Fig. 1: cell outlines without signal wires
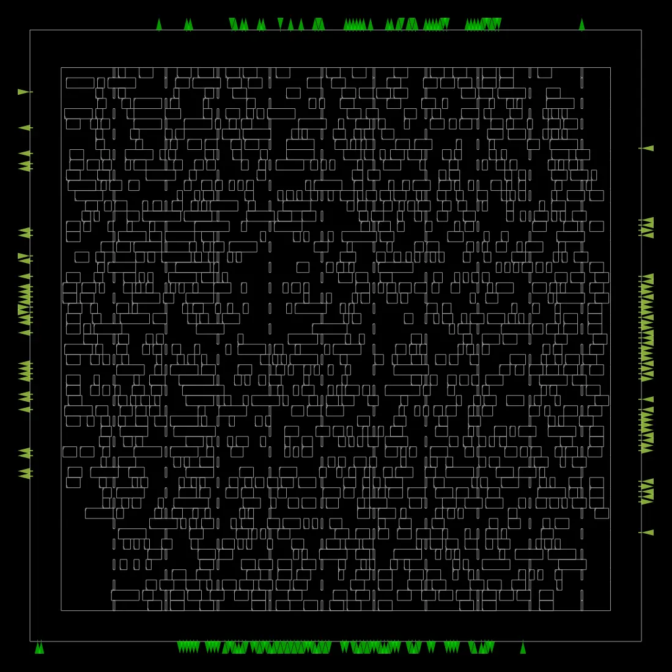
Fig. 2: cells by drive strength
Scale: 2 px per um.
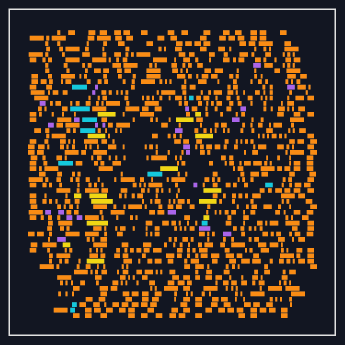
Fig. 3: metal 3
Scale: 1.5 px per um. Cells faint in the background.
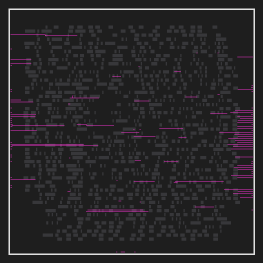
Fig. 4: where the registers sit
Scale: 2 px per um. Other sequential cells in the stronger grey, the rest of the logic in the fainter grey.
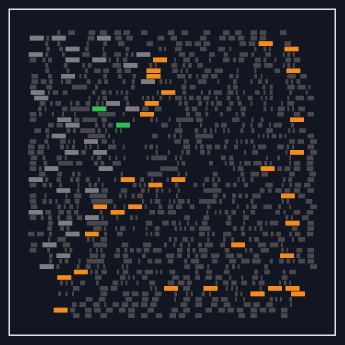
Fig. 5: cells coloured by class
Scale: 3 px per um.
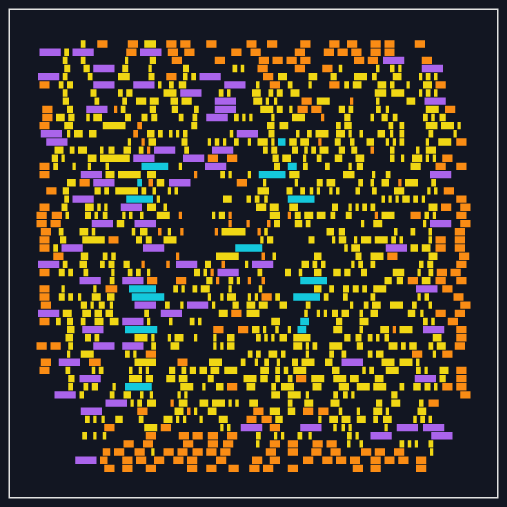
[src/rtl/cpu_defs_pkg.sv]
// rtl/cpu_defs_pkg.sv - shared encodings for the PC fetch stage
package cpu_defs_pkg;

    localparam logic [1:0] PCSRC_SEQ = 2'b00;
    localparam logic [1:0] PCSRC_BR  = 2'b01;
    localparam logic [1:0] PCSRC_J   = 2'b10;
    localparam logic [1:0] PCSRC_RSV = 2'b11;

    localparam logic [5:0] HALT_OPCODE = 6'b111111;

    typedef enum logic [1:0] {
        ST_BOOT = 2'd0,
        ST_RUN  = 2'd1,
        ST_HALT = 2'd2
    } state_e;

endpackage

[src/rtl/pc_fetch_unit_if.sv]
// rtl/pc_fetch_unit_if.sv - control-unit facing bundle of the PC fetch stage
interface pc_fetch_unit_if #(
    parameter int CNT_W = 32
);
    logic             PCWre;
    logic [1:0]       PCSrc;
    logic             stall;
    logic [31:0]      immExt;
    logic [25:0]      jAddr;
    logic [31:0]      curPC;
    logic [31:0]      pcPlus4;
    logic [31:0]      nextPC;
    logic             halted;
    logic             pcErr;
    logic [CNT_W-1:0] instCount;

    modport master (
        output PCWre, PCSrc, stall, immExt, jAddr,
        input  curPC, pcPlus4, nextPC, halted, pcErr, instCount
    );

    modport slave (
        input  PCWre, PCSrc, stall, immExt, jAddr,
        output curPC, pcPlus4, nextPC, halted, pcErr, instCount
    );
endinterface

[src/rtl/next_pc_mux.sv]
// rtl/next_pc_mux.sv - combinational next-PC adder, branch/jump target and select
module next_pc_mux
    import cpu_defs_pkg::*;
(
    input  logic [31:0] cur_pc,
    input  logic [1:0]  pc_src,
    input  logic [31:0] imm_ext,
    input  logic [25:0] j_addr,
    output logic [31:0] pc_plus4,
    output logic [31:0] next_pc
);

    logic [31:0] br_target;
    logic [31:0] j_target;

    always_comb begin
        pc_plus4  = cur_pc + 32'd4;
        br_target = pc_plus4 + {imm_ext[29:0], 2'b00};
        j_target  = {pc_plus4[31:28], j_addr, 2'b00};
        case (pc_src)
            PCSRC_BR: next_pc = br_target;
            PCSRC_J:  next_pc = j_target;
            default:  next_pc = pc_plus4;
        endcase
    end

endmodule

[src/rtl/pc_fetch_unit.sv]
// rtl/pc_fetch_unit.sv - PC register, run/halt state machine and retired-instruction counter
module pc_fetch_unit
    import cpu_defs_pkg::*;
#(
    parameter logic [31:0] RESET_ADDR = 32'h0000_0000,
    parameter int          CNT_W      = 32
) (
    input logic             CLK,
    input logic             Reset,
    pc_fetch_unit_if.slave  bus
);

    state_e           state_q, state_d;
    logic [31:0]      cur_pc_q, cur_pc_d;
    logic [CNT_W-1:0] inst_count_q, inst_count_d;
    logic             pc_err_q, pc_err_d;
    logic [31:0]      pc_plus4;
    logic [31:0]      next_pc;

    next_pc_mux u_next_pc_mux (
        .cur_pc   (cur_pc_q),
        .pc_src   (bus.PCSrc),
        .imm_ext  (bus.immExt),
        .j_addr   (bus.jAddr),
        .pc_plus4 (pc_plus4),
        .next_pc  (next_pc)
    );

    // Inputs are only looked at in RUN, so X driven during BOOT/HALT never reaches the PC.
    always_comb begin
        state_d      = state_q;
        cur_pc_d     = cur_pc_q;
        inst_count_d = inst_count_q;
        pc_err_d     = pc_err_q;
        case (state_q)
            ST_BOOT: state_d = ST_RUN;
            ST_RUN: begin
                if (bus.PCSrc == PCSRC_RSV) begin
                    pc_err_d = 1'b1;
                end
                if (!bus.stall) begin
                    inst_count_d = (&inst_count_q) ? inst_count_q
                                 : inst_count_q + {{(CNT_W-1){1'b0}}, 1'b1};
                    if (bus.PCWre) begin
                        cur_pc_d = next_pc;
                    end else begin
                        state_d = ST_HALT;
                    end
                end
            end
            default: ;
        endcase
    end

    always_ff @(posedge CLK) begin
        if (Reset) begin
            state_q      <= ST_BOOT;
            cur_pc_q     <= RESET_ADDR;
            inst_count_q <= '0;
            pc_err_q     <= 1'b0;
        end else begin
            state_q      <= state_d;
            cur_pc_q     <= cur_pc_d;
            inst_count_q <= inst_count_d;
            pc_err_q     <= pc_err_d;
        end
    end

    assign bus.curPC     = cur_pc_q;
    assign bus.pcPlus4   = pc_plus4;
    assign bus.nextPC    = next_pc;
    assign bus.halted    = (state_q == ST_HALT);
    assign bus.pcErr     = pc_err_q;
    assign bus.instCount = inst_count_q;

endmodule

[src/flat_wrapper.sv]
// flat-port wrapper written by rule: the top's interface ports become plain ports
module pc_fetch_unit_flat import cpu_defs_pkg::*;
#(
    parameter logic [31:0] RESET_ADDR = 32'h0000_0000,
    parameter int          CNT_W      = 32
)
  (CLK, Reset, bus_PCWre, bus_PCSrc, bus_stall, bus_immExt, bus_jAddr, bus_curPC, bus_pcPlus4, bus_nextPC, bus_halted, bus_pcErr, bus_instCount);
  pc_fetch_unit_if #(.CNT_W(CNT_W)) bus_i ();
  input logic CLK;
  input logic Reset;
  input wire logic [$bits(bus_i.PCWre)-1:0] bus_PCWre;
  input wire logic [$bits(bus_i.PCSrc)-1:0] bus_PCSrc;
  input wire logic [$bits(bus_i.stall)-1:0] bus_stall;
  input wire logic [$bits(bus_i.immExt)-1:0] bus_immExt;
  input wire logic [$bits(bus_i.jAddr)-1:0] bus_jAddr;
  output wire logic [$bits(bus_i.curPC)-1:0] bus_curPC;
  output wire logic [$bits(bus_i.pcPlus4)-1:0] bus_pcPlus4;
  output wire logic [$bits(bus_i.nextPC)-1:0] bus_nextPC;
  output wire logic [$bits(bus_i.halted)-1:0] bus_halted;
  output wire logic [$bits(bus_i.pcErr)-1:0] bus_pcErr;
  output wire logic [$bits(bus_i.instCount)-1:0] bus_instCount;
  assign bus_i.PCWre = bus_PCWre;
  assign bus_i.PCSrc = bus_PCSrc;
  assign bus_i.stall = bus_stall;
  assign bus_i.immExt = bus_immExt;
  assign bus_i.jAddr = bus_jAddr;
  assign bus_curPC = bus_i.curPC;
  assign bus_pcPlus4 = bus_i.pcPlus4;
  assign bus_nextPC = bus_i.nextPC;
  assign bus_halted = bus_i.halted;
  assign bus_pcErr = bus_i.pcErr;
  assign bus_instCount = bus_i.instCount;
  pc_fetch_unit #(.RESET_ADDR(RESET_ADDR), .CNT_W(CNT_W)) u_core (.CLK(CLK), .Reset(Reset), .bus(bus_i));
endmodule
[config.mk]
export PLATFORM = sky130hd
export DESIGN_NAME = pc_fetch_unit_flat
export DESIGN_NICKNAME = d
export VERILOG_FILES = /design/src/rtl/cpu_defs_pkg.sv /design/src/rtl/pc_fetch_unit_if.sv /design/src/rtl/next_pc_mux.sv /design/src/rtl/pc_fetch_unit.sv /design/src/flat_wrapper.sv
export SDC_FILE = /design/constraint.sdc
export NUM_CORES = 1
export LEC_CHECK = 0
export ABC_CLOCK_PERIOD_IN_PS = 6700
export CAP_MARGIN = 20
export CELL_PAD_IN_SITES_DETAIL_PLACEMENT = 1
export CELL_PAD_IN_SITES_GLOBAL_PLACEMENT = 2
export CORE_MARGIN = 8
export CORE_UTILIZATION = 27
export DETAILED_ROUTE_END_ITERATION = 8
export GPL_TIMING_DRIVEN = 0
export PLACE_DENSITY_LB_ADDON = 0.1
export SETUP_SLACK_MARGIN = 0.2
export SYNTH_ARGS = -nofsm -noshare
export SYNTH_HDL_FRONTEND = slang
export SYNTH_HIERARCHICAL = 1
export SYNTH_SLANG_ARGS = --single-unit
[constraint.sdc]
create_clock -name CLK -period 6.7 [get_ports CLK]
set_input_delay 1.005 -clock CLK [delete_from_list [all_inputs] [get_ports CLK]]
set_output_delay 1.005 -clock CLK [all_outputs]
set_load 0.02 [all_outputs]
==> CHANGELOG.md <==
## Flow update

* Async set-reset flop share out of synthesis at 0
* Synth area leader: dfxtp_1
* Cells after Synth at 783
* Wirelength per Cell at ~21 um
* WP data required at 5.69 ns
* Skew final at around 0.0069 ns
* Critical Path Slowest Stage Cell: clkdlybuf4s50_1
* GRT Total Usage at 0.197
* Fp_density at 0.275
* Most frequent cell after synthesis: nand2_1
* VDD IR max at 106 uV
* Synth top area share at 0.232
* LEAKAGE at 3.06 nW
* Post-synth EDFFs at 0
* Chip area at 26300 um^2
* Die height at between 150 and 200 um
* Yosys warnings at 6
* CP Max Fanout at 8
* Gr ovfl total at 0
* Final setup fails at 0
* DRT Pass-1 Iters at 5
* Worst skew pair latency at 0.34 ns
* RSZ-0062 raised after global routing: yes
* Gpl congestion at 0.849
* Final Max Tran Viols at 0
* Critical Path Most Common Cell: o31ai_1
* Min Tclk post-route at ~6.3 ns
* Least-Margin Pin Slew at 0.983 ns
* Post-route DRC at 0
* Syn Nets at 886
* H-tree depth at 3
* Port Buffers at approximately 190
* Fmax at 158 MHz
* Antenna cells at 0
* First-pass GRT wire length at 41.1 mm
* Final #Nets at 1088
* Area Growth Syn to Fin at 44.9%
* Mean post-synth cell area at 7.38 um^2
* Status: completed
* Via density at 5.26
* Post-synth top cells: nand2_1 (130), a21oi_1 (77), dfxtp_1 (67)
* Initial antenna violation count at 0
* Top cells by area: dfxtp_1 (23%), nand2_1 (8.4%), ha_1 (8.2%)
* I/O pin cnt at 194
* Critical path's top delay family: simple AND/OR/NAND/NOR gates
* CTS sink count at 67
* Post-synth regs at 67
* Slew HR at 0.344
* Worst path cell trace: nand4_2 > or4_4 > nor2_1 > nand3_1 > xnor2_1 > ha_1 > and3_1 > nand2_1 > o31ai_1 > nor4_1 > o31ai_1 > clkdlybuf4s50_1
* Initial DRC count at ~260
* Synthesized cell area at approximately 5800 um^2
* Post-synth area from yosys stat at 5780 um^2
* Largest net degree at the start of global routing at 14
* Die X at ~160 um
* Slowest stage delay, CP at 0.71 ns
* Max_cap viols at 0
* Inserted Clock Buffers at 9
* ANT nets after route at 0
* Tool Warnings at 35
* Layout cells sized above 1 at 0.0505
* Worst min path class: reg -> reg
* Crit path kind: reg -> out
* Power Density at around 150 nW/um^2
* Critical Path Sink Type: primary output
* CP startpoint kind: flop
* CP Data Arrival Time at 5.32 ns
* Final wirelength at ~27 mm
* Yosys cell count at 783
* Bufs and invs on worst path at 1
* CTS tree: built
* CTS clk-pin slew, worst paths at 0.06 ns
* Setup tns final at 0 ns
* Synth Seq Share at 0.232
* Half-perimeter wire length after placement at about 21 mm
* Post-CTS Repair Setup Buffers at 0
* Vias in the first global route at 7007
About Fig. 1:
Core Region: 21000 um^2
Layout fillers: 2582
Row Count: 53
seq_cells: 67

About Fig. 2:
[_3 and _4 cells] cyan | cells: 11 | share: 1.1%
[_0 and _1 cells] orange | cells: 940 | share: 95%
[_6 and larger] yellow | cells: 15 | share: 1.5%
[_2 cells] purple | cells: 24 | share: 2.4%

About Fig. 3:
share of all routed wire: 3.7%
wire length on this layer: 974 um
routing usage on met3: 0.0334
via count: 6653

About Fig. 4:
[u_core/state_q] green | placed flops: 2
[u_core/bus.curPC] orange | placed flops: 32 | where: spread over the die

About Fig. 5:
[other buffers and delay cells] orange | cells: 230 | share of their area: 26%
[combinational and other logic] yellow | cells: 677 | share of their area: 53%
[flops] purple | cells: 67 | share of their area: 17%
[clock drivers and dummy loads] cyan | cells: 16 | share of their area: 4.0%
Final Util: 0.398
final non-filler cell area: 8380 um^2
sequential cell area share: 0.160

repair_timing:
action	4_1_cts	5_1_grt
setup endpoints to repair	0	7
hold endpoints to repair	0	0
resized	0	3
hold buffers	0	0
worst min-delay path, delay by kind of cell, from the launching register on:
| family | cells | cell delay, ns |
|---|---|---|
| flip-flops | 1 | 0.34 |
| AND-OR/OR-AND | 1 | 0.05 |
| AND/OR/NAND/NOR | 1 | 0.06 |
metal layers:
layer,up-vias,global-route usage,share of wire
met1,3220,0.236,0.44
li1,3286,-,-
met3,22,0.0334,0.037
met2,125,0.356,0.51
met4,0,0.0509,0.016
met5,-,0,0
cells in the final DEF, fill, tap and decap left out, types with 7 or more instances in the layout:
master / count
clkbuf_16: 9
nor2b_1: 7
ha_1: 38
nor3_1: 13
o21ai_1: 9
a221oi_1: 11
xor2_1: 20
inv_1: 17
dfxtp_1: 67
o31ai_1: 10
and3_1: 12
nor4_1: 8
o21a_1: 11
nand2_1: 130
nand3_1: 28
o21ai_0: 36
or3_1: 21
a21oi_1: 77
nor2_1: 62
a21o_1: 10
xnor2_1: 28
nand4_1: 22
clkdlybuf4s50_1: 191
a21oi_2: 7
a22oi_1: 8
clkbuf_1: 31
kinds of logic (layout without fill, tap and decap cells):
kind of cell / after synthesis / after routing / share of synthesized area
AND-OR/OR-AND: 222 / 222 / 0.251
XOR/XNOR: 49 / 49 / 0.0766
AND/OR/NAND/NOR: 341 / 341 / 0.296
flip-flops: 67 / 67 / 0.232
multiplexers: 9 / 9 / 0.0169
buffers and inverters: 56 / 263 / 0.0409
adder cells (fa/ha/maj): 39 / 39 / 0.0857
through the flow:
step	setup slack [ns]	hold slack, ns	std cells	instance area (um^2)
finish	0.379	0.501	1265	8380
global placement	0.662	0.491	1249	8040
CTS	0.268	0.508	1265	8360
floorplan	1.61	0.480	783	5780
detailed placement	0.663	0.500	1249	8040
global route	0.0885	0.541	1265	8380
area by class of cell:
type / count / area [um^2] / area share
clock buffers: 9 / 225 / 0.0269
multi-input cells: 660 / 4220 / 0.504
flip-flops and latches: 67 / 1340 / 0.160
inverters: 17 / 63.8 / 0.00762
well taps: 275 / 344 / 0.0411
plain buffers: 39 / 173 / 0.0206
clock inverters: 7 / 98.8 / 0.0118
repair buffers: 191 / 1910 / 0.228
worst paths after layout:
kind | startpoint | to | slack [ns] | cells after the start
worst max register to register | u_core/bus.curPC[7]$_SDFFE_PP0P_ | u_core/bus.curPC[27]$_SDFFE_PP0P_ | 2.10 | 13
worst max-delay path | u_core/bus.curPC[7]$_SDFFE_PP0P_ | bus_nextPC[27] | 0.38 | 12
worst min-delay path | u_core/bus.curPC[1]$_SDFFE_PP0P_ | u_core/bus.curPC[1]$_SDFFE_PP0P_ | 0.50 | 2
worst min register to register | u_core/bus.curPC[1]$_SDFFE_PP0P_ | u_core/bus.curPC[1]$_SDFFE_PP0P_ | 0.50 | 2
power breakdown:
part	internal, W	switching [W]	total [W]
clock network	0.000329	0.000213	0.000542
logic	0.000126	0.000170	0.000296
registers	0.000404	0.00000795	0.000411
total	0.000859	0.000391	0.00125
state kept, by name, summed over array words and instances (netlist names):
signal                count
u_core/bus.pcErr          1
u_core/bus.curPC         32
u_core/bus.instCount     32
u_core/state_q            2
Power and IR drop assume default switching activity.
